File: src/rtl/time_keeper_if.sv
// Connection between the time-of-day counter and its neighbours:
// raw switch/buttons in, current time and status out.
interface time_keeper_if;
  logic       set_sw;
  logic [3:0] btn;
  logic [5:0] c_hour;
  logic [5:0] c_min;
  logic [5:0] c_sec;
  logic       sec_tick;
  logic       set_mode;

  modport master (
    output set_sw, btn,
    input  c_hour, c_min, c_sec, sec_tick, set_mode
  );

  modport slave (
    input  set_sw, btn,
    output c_hour, c_min, c_sec, sec_tick, set_mode
  );
endinterface

File: src/rtl/time_keeper.sv
// 24-hour time-of-day counter: divides clk to a one-second tick and lets the
// user adjust hours/minutes and clear seconds while the set switch is on.
module time_keeper #(
  parameter int CLK_HZ = 100_000_000
) (
  input  logic          clk,
  input  logic          rst,
  time_keeper_if.slave  bus_io
);

  localparam int            PW     = (CLK_HZ > 1) ? $clog2(CLK_HZ) : 1;
  localparam logic [PW-1:0] PS_MAX = PW'(CLK_HZ - 1);
  localparam logic [PW-1:0] PS_ONE = PW'(1);

  typedef enum logic [0:0] {
    ST_RUN = 1'b0,
    ST_SET = 1'b1
  } mode_e;

  mode_e         state_q, state_d;
  logic          set_s1_q, set_s2_q;
  logic [2:0]    btn_s1_q, btn_s2_q, btn_prev_q;
  logic [PW-1:0] ps_q, ps_d;
  logic [5:0]    hour_q, hour_d;
  logic [5:0]    min_q, min_d;
  logic [5:0]    sec_q, sec_d;
  logic          tick_q, tick_d;
  logic          set_mode_q, set_mode_d;
  logic [2:0]    btn_raw_s;
  logic [2:0]    btn_pulse_s;
  logic          unused_btn_s;

  // Only hour+, minute+ and clear are used; bit 2 belongs to the alarm view.
  assign btn_raw_s    = {bus_io.btn[3], bus_io.btn[1], bus_io.btn[0]};
  assign unused_btn_s = bus_io.btn[2];
  assign btn_pulse_s  = btn_s2_q & ~btn_prev_q;

  // Two-flop synchronizers and rising-edge history for switch and buttons
  always_ff @(posedge clk or posedge rst) begin
    if (rst) begin
      set_s1_q   <= 1'b0;
      set_s2_q   <= 1'b0;
      btn_s1_q   <= 3'b000;
      btn_s2_q   <= 3'b000;
      btn_prev_q <= 3'b000;
    end else begin
      set_s1_q   <= bus_io.set_sw;
      set_s2_q   <= set_s1_q;
      btn_s1_q   <= btn_raw_s;
      btn_s2_q   <= btn_s1_q;
      btn_prev_q <= btn_s2_q;
    end
  end

  // Mode state follows the synchronized switch; set_mode mirrors it
  always_comb begin
    state_d    = state_q;
    set_mode_d = 1'b0;
    case (set_s2_q)
      1'b1:    state_d = ST_SET;
      1'b0:    state_d = ST_RUN;
      default: state_d = ST_RUN;
    endcase
    if (state_d == ST_SET) begin
      set_mode_d = 1'b1;
    end else begin
      set_mode_d = 1'b0;
    end
  end

  // Prescaler, seconds carry chain and set-mode adjustments
  always_comb begin
    ps_d   = ps_q;
    hour_d = hour_q;
    min_d  = min_q;
    sec_d  = sec_q;
    tick_d = 1'b0;
    case (state_q)
      ST_RUN: begin
        // A set-mode entry on the wrap edge suppresses the tick.
        if (set_s2_q) begin
          ps_d = '0;
        end else if (ps_q >= PS_MAX) begin
          ps_d   = '0;
          tick_d = 1'b1;
        end else begin
          ps_d = ps_q + PS_ONE;
        end

        if (tick_d) begin
          if (sec_q >= 6'd59) begin
            sec_d = 6'd0;
            if (min_q >= 6'd59) begin
              min_d  = 6'd0;
              hour_d = (hour_q >= 6'd23) ? 6'd0 : hour_q + 6'd1;
            end else begin
              min_d = min_q + 6'd1;
            end
          end else begin
            sec_d = sec_q + 6'd1;
          end
        end else begin
          sec_d = sec_q;
        end
      end
      ST_SET: begin
        ps_d = '0;
        if (btn_pulse_s[0]) begin
          hour_d = (hour_q >= 6'd23) ? 6'd0 : hour_q + 6'd1;
        end else begin
          hour_d = hour_q;
        end
        if (btn_pulse_s[1]) begin
          min_d = (min_q >= 6'd59) ? 6'd0 : min_q + 6'd1;
        end else begin
          min_d = min_q;
        end
        if (btn_pulse_s[2]) begin
          sec_d = 6'd0;
        end else begin
          sec_d = sec_q;
        end
      end
      default: begin
        ps_d = '0;
      end
    endcase
  end

  // Mode state, prescaler and time-of-day registers
  always_ff @(posedge clk or posedge rst) begin
    if (rst) begin
      state_q    <= ST_RUN;
      set_mode_q <= 1'b0;
      ps_q       <= '0;
      hour_q     <= 6'd0;
      min_q      <= 6'd0;
      sec_q      <= 6'd0;
      tick_q     <= 1'b0;
    end else begin
      state_q    <= state_d;
      set_mode_q <= set_mode_d;
      ps_q       <= ps_d;
      hour_q     <= hour_d;
      min_q      <= min_d;
      sec_q      <= sec_d;
      tick_q     <= tick_d;
    end
  end

  assign bus_io.c_hour   = hour_q;
  assign bus_io.c_min    = min_q;
  assign bus_io.c_sec    = sec_q;
  assign bus_io.sec_tick = tick_q;
  assign bus_io.set_mode = set_mode_q;

endmodule

File: src/flat_wrapper.sv
// flat-port wrapper written by rule: the top's interface ports become plain ports
module time_keeper_flat 
#(
  parameter int CLK_HZ = 100_000_000
)
  (clk, rst, bus_io_set_sw, bus_io_btn, bus_io_c_hour, bus_io_c_min, bus_io_c_sec, bus_io_sec_tick, bus_io_set_mode);
  time_keeper_if bus_io_i ();
  input  logic clk;
  input  logic rst;
  input wire logic [$bits(bus_io_i.set_sw)-1:0] bus_io_set_sw;
  input wire logic [$bits(bus_io_i.btn)-1:0] bus_io_btn;
  output wire logic [$bits(bus_io_i.c_hour)-1:0] bus_io_c_hour;
  output wire logic [$bits(bus_io_i.c_min)-1:0] bus_io_c_min;
  output wire logic [$bits(bus_io_i.c_sec)-1:0] bus_io_c_sec;
  output wire logic [$bits(bus_io_i.sec_tick)-1:0] bus_io_sec_tick;
  output wire logic [$bits(bus_io_i.set_mode)-1:0] bus_io_set_mode;
  assign bus_io_i.set_sw = bus_io_set_sw;
  assign bus_io_i.btn = bus_io_btn;
  assign bus_io_c_hour = bus_io_i.c_hour;
  assign bus_io_c_min = bus_io_i.c_min;
  assign bus_io_c_sec = bus_io_i.c_sec;
  assign bus_io_sec_tick = bus_io_i.sec_tick;
  assign bus_io_set_mode = bus_io_i.set_mode;
  time_keeper #(.CLK_HZ(CLK_HZ)) u_core (.clk(clk), .rst(rst), .bus_io(bus_io_i));
endmodule
File: config.mk
export PLATFORM = sky130hd
export DESIGN_NAME = time_keeper_flat
export DESIGN_NICKNAME = d
export VERILOG_FILES = /design/src/rtl/time_keeper_if.sv /design/src/rtl/time_keeper.sv /design/src/flat_wrapper.sv
export SDC_FILE = /design/constraint.sdc
export NUM_CORES = 1
export LEC_CHECK = 0
export CAP_MARGIN = 20
export CORE_ASPECT_RATIO = 0.9
export CORE_UTILIZATION = 33
export CTS_CLUSTER_DIAMETER = 40
export DETAILED_ROUTE_END_ITERATION = 10
export HOLD_SLACK_MARGIN = 0.08
export SETUP_SLACK_MARGIN = 0.1
export SLEW_MARGIN = 30
export SYNTH_ARGS = -nofsm -noshare
export SYNTH_HDL_FRONTEND = slang
export SYNTH_SLANG_ARGS = --single-unit
File: constraint.sdc
create_clock -name clk -period 2.13 [get_ports clk]
set_clock_uncertainty 0.05 [all_clocks]
set_input_delay 0.426 -clock clk [delete_from_list [all_inputs] [get_ports clk]]
set_output_delay 0.426 -clock clk [all_outputs]
set_load 0.01 [all_outputs]
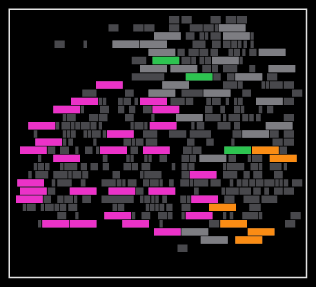
flops_by_reg.png
(3 px per um) Other sequential cells in the stronger grey, the rest of the logic in the fainter grey.
u_core.ps_q -> magenta  # placed flops 27
u_core.btn_prev_q -> green  # placed flops 3
u_core.bus_io.c_min -> orange  # placed flops 6, where south-east
not coloured = 22
Seq. cell area: 1450 um2
Finished Core Util: 0.445
Seq power: 1.29 mW
fraction of standard cell area that is sequential: 0.402

==> run summary <==
Results of the flow run.

The launch point of the worst min-delay path is recorded as u_core.set_s1_q$_DFF_PP0_. The die covers ~8800 um2. The post-synthesis sequential element count stands at between 50 and 60. The report shows a maximum critical-path fanout of 6.

The placed wire-length estimate stands at 3.88 mm. The area share of the leading cell type in the synthesized netlist stands at 0.524. The overall via count from detail_route stands at around 2200. VDD sags by at most ~0.48 mV.

Data on the critical path arrives at its endpoint at 2.37 ns. After routing the design area is ~3600 um2. The number of synthesized flops with an enable pin stands at 0.

For reference, the critical path cell chain is or4_4 > nor3_4 > nand4_1 > a211oi_2 > buf_4 > or2_4 > a32o_1. Setup repair after global routing could not meet its margin everywhere. The clock power share stands at 0.394. The worst reg-to-reg path cell count stands at 7. Counting pins that exceed their max-slew limit in the final report gives 0. In the synthesized netlist the async set-or-reset flop fraction comes to 1.00. The number of standard cells after synthesis stands at 273. For this design, the slowest cell found on the critical path is sky130_fd_sc_hd__or4_4. Yosys attributes the largest share of cell area to sky130_fd_sc_hd__dfrtp_1 (52%), sky130_fd_sc_hd__nor2_1 (6.1%), sky130_fd_sc_hd__xor2_1 (4.4%), sky130_fd_sc_hd__nand2_1 (2.8%), sky130_fd_sc_hd__xnor2_1 (2.8%). The combinational share of power stands at 0.168. The die boundary height stands at a little under 90 um. The first global-routing pass estimated 9.61 mm of wire. Of the synthesized area, sequential elements account for 0.524.

In this run the worst setup path begins at u_core.ps_q[19]$_DFF_PP0_. The average size of a mapped cell stands at 10.1 um2. Clock-pin slew was measured on the worst setup and hold paths at roughly 0.070 ns. Looking at the gate-level netlist, the highest instance count belongs to sky130_fd_sc_hd__dfrtp_1. Overall routing resource usage recorded by global route was 0.143.

In the routed layout, each cell is associated on average with a via count of about 5. In the hold report, the worst path ends at u_core.set_s2_q$_DFF_PP0_. The worst path in the final design needs a cycle of about 2.1 ns, including I/O delays and setup. The total tool warning count stands at 29. The share of the cycle needed by the critical path after routing stands at 1.01.

The transition at the pin with the smallest max-transition slack stands at 0.629 ns. STA classifies the critical path endpoint as a flop. In this run the power density over the cells is approximately 810 nW/um2. The number of hold violations in the final report stands at 0.

The static leakage power stands at ~1.5 nW. For this run, the slowest stage of the critical path takes around 0.55 ns. The instance area at placement stands at roughly 3300 um2. The final reports fail on setup timing. The net count of the finished layout is roughly 340. The count of TritonRoute iterations in the first routing pass stands at 4. Per the timing report, the most critical flop-to-flop path finishes at u_core.bus_io.c_hour[3]$_DFFE_PP0P_. The commonest register cell is sky130_fd_sc_hd__dfrtp_1.

The routed design has roughly 5.7 mm of wire. The initial antenna violation count is 0. The worst slew margin relative to its limit stands at 0.579. The cell sitting at the root of the clock tree is a sky130_fd_sc_hd__clkbuf_8. Relative to the synthesized area, the layout overhead comes to 30.2%. The number of cells in the design after placement stands at 412.

According to the timing report, the data required time at the worst endpoint equals around 2.4 ns. In the power breakdown, the internal column shows roughly 2.2 mW. The net count after synthesis stands at between 200 and 300. The final worst setup slack stands at -0.0138 ns.

The critical path is of the flop to flop type. The sequential fraction of design power stands at 0.438. The run finished, with violations left.

The die is around 99 um wide. Per the detail_route report, routed wire per instance is 13.2 um. Routability-driven placement finished with a final weighted congestion of approximately 0.77. The tightest min-delay check is of the flop to flop type. TritonCTS built the clock tree.

No sink is reached through more buffers than the 2 on the longest clock path. Entering global routing, the biggest net connects 35 pins. In this run the worst setup path terminates at u_core.bus_io.c_hour[3]$_DFFE_PP0P_.

The tree built by TritonCTS fans out to 58 sinks. The cell type that accounts for the most area after synthesis is sky130_fd_sc_hd__dfrtp_1. The clock H-tree reported by CTS has 3 levels. The synthesized area stands at between 2000 and 3000 um2. The maximum operating frequency stands at ~470 MHz. In this run the standard cell core region covers ~8100 um2.

The share of total power consumed by net switching stands at 0.259. The repair_antennas step left the layout with diodes totalling 0. The top cell type in the final layout, fill and taps aside, is sky130_fd_sc_hd__dfrtp_1. The number of placement rows stands at 31. The flip-flop count of the largest register after layout stands at 27.

For this run, the final setup violation count is recorded as 1. The total cell area reported by yosys after synthesis stands at 2770 um2. The final power report lists total power as about 3 mW.
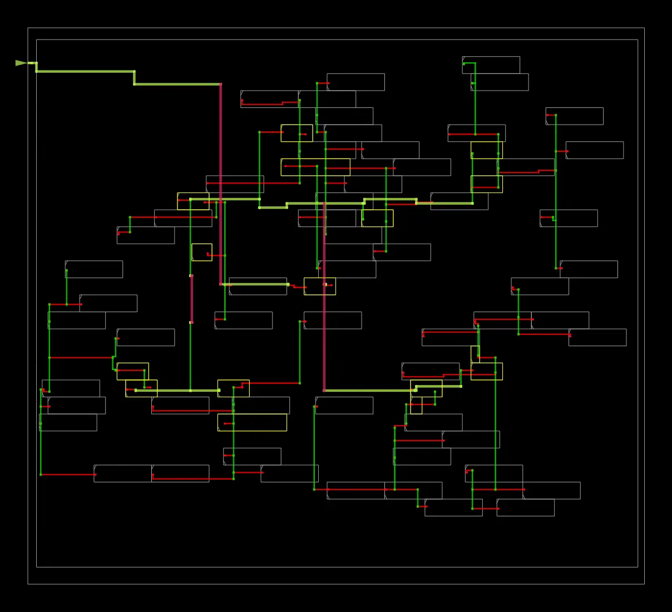
clocks.png
latest clock arrival within the worst-skew pair: 0.34 ns
clock tree buffer count of the final layout: 12

-- metal layers --
layer,vias up,GRT usage,part of all wire
met5,-,0,0
met4,0,0.0488,0.012
met3,7,0.0516,0.038
met2,41,0.224,0.46
met1,1079,0.185,0.49
li1,1076,-,-
-- area by class of cell --
cell class,count,area (um2)
clock buffers,12,155
clock inverters,4,73.8
fillers,751,4500
inverters,14,52.6
multi-input cells,197,1290
flip-flops and latches,58,1450
well taps,99,124
repair buffers,48,455
-- power by group through the flow --
stage / logic (mW) / clock network, mW / registers [mW]
global placement: 0.468 / 0 / 1.30
detailed placement: 0.475 / 0 / 1.30
CTS: 0.485 / 1.19 / 1.28
global route: 0.552 / 1.24 / 1.30
finish: 0.493 / 1.16 / 1.29
floorplan: 0.242 / 0 / 1.31
-- kinds of logic after synthesis --
| group | synth area share |
|---|---|
| buffers and inverters | 0.0361 |
| AND-OR/OR-AND | 0.113 |
| multiplexers | 0.0145 |
| flip-flops | 0.524 |
| adder cells (fa/ha/maj) | 0.0181 |
| AND/OR/NAND/NOR | 0.221 |
| XOR/XNOR | 0.0727 |
-- metrics by stage --
step / util / setup slack [ns] / setup TNS, ns
floorplan: - / 0.130 / 0
global placement: 0.403 / 0.0694 / 0
detailed placement: 0.403 / 0.0316 / 0
CTS: 0.434 / 0.0257 / 0
global route: 0.445 / -0.116 / -0.904
finish: 0.445 / -0.0138 / -0.0138
-- critical path, delay by kind of cell, from the launching register on --
kind | cells | cell delay, ns
AND-OR/OR-AND | 2 | 0.41
flip-flops | 1 | 0.38
buffers and inverters | 1 | 0.19
AND/OR/NAND/NOR | 4 | 1.05
-- what timing repair did --
action	4_1_cts	5_1_grt
hold buffers	0	0
setup buffers	1	3
pin swaps	2	8
gates resized	7	15
endpoints found under the setup margin	12	41
No activity file was given, so power comes from the tool's default toggle rates.
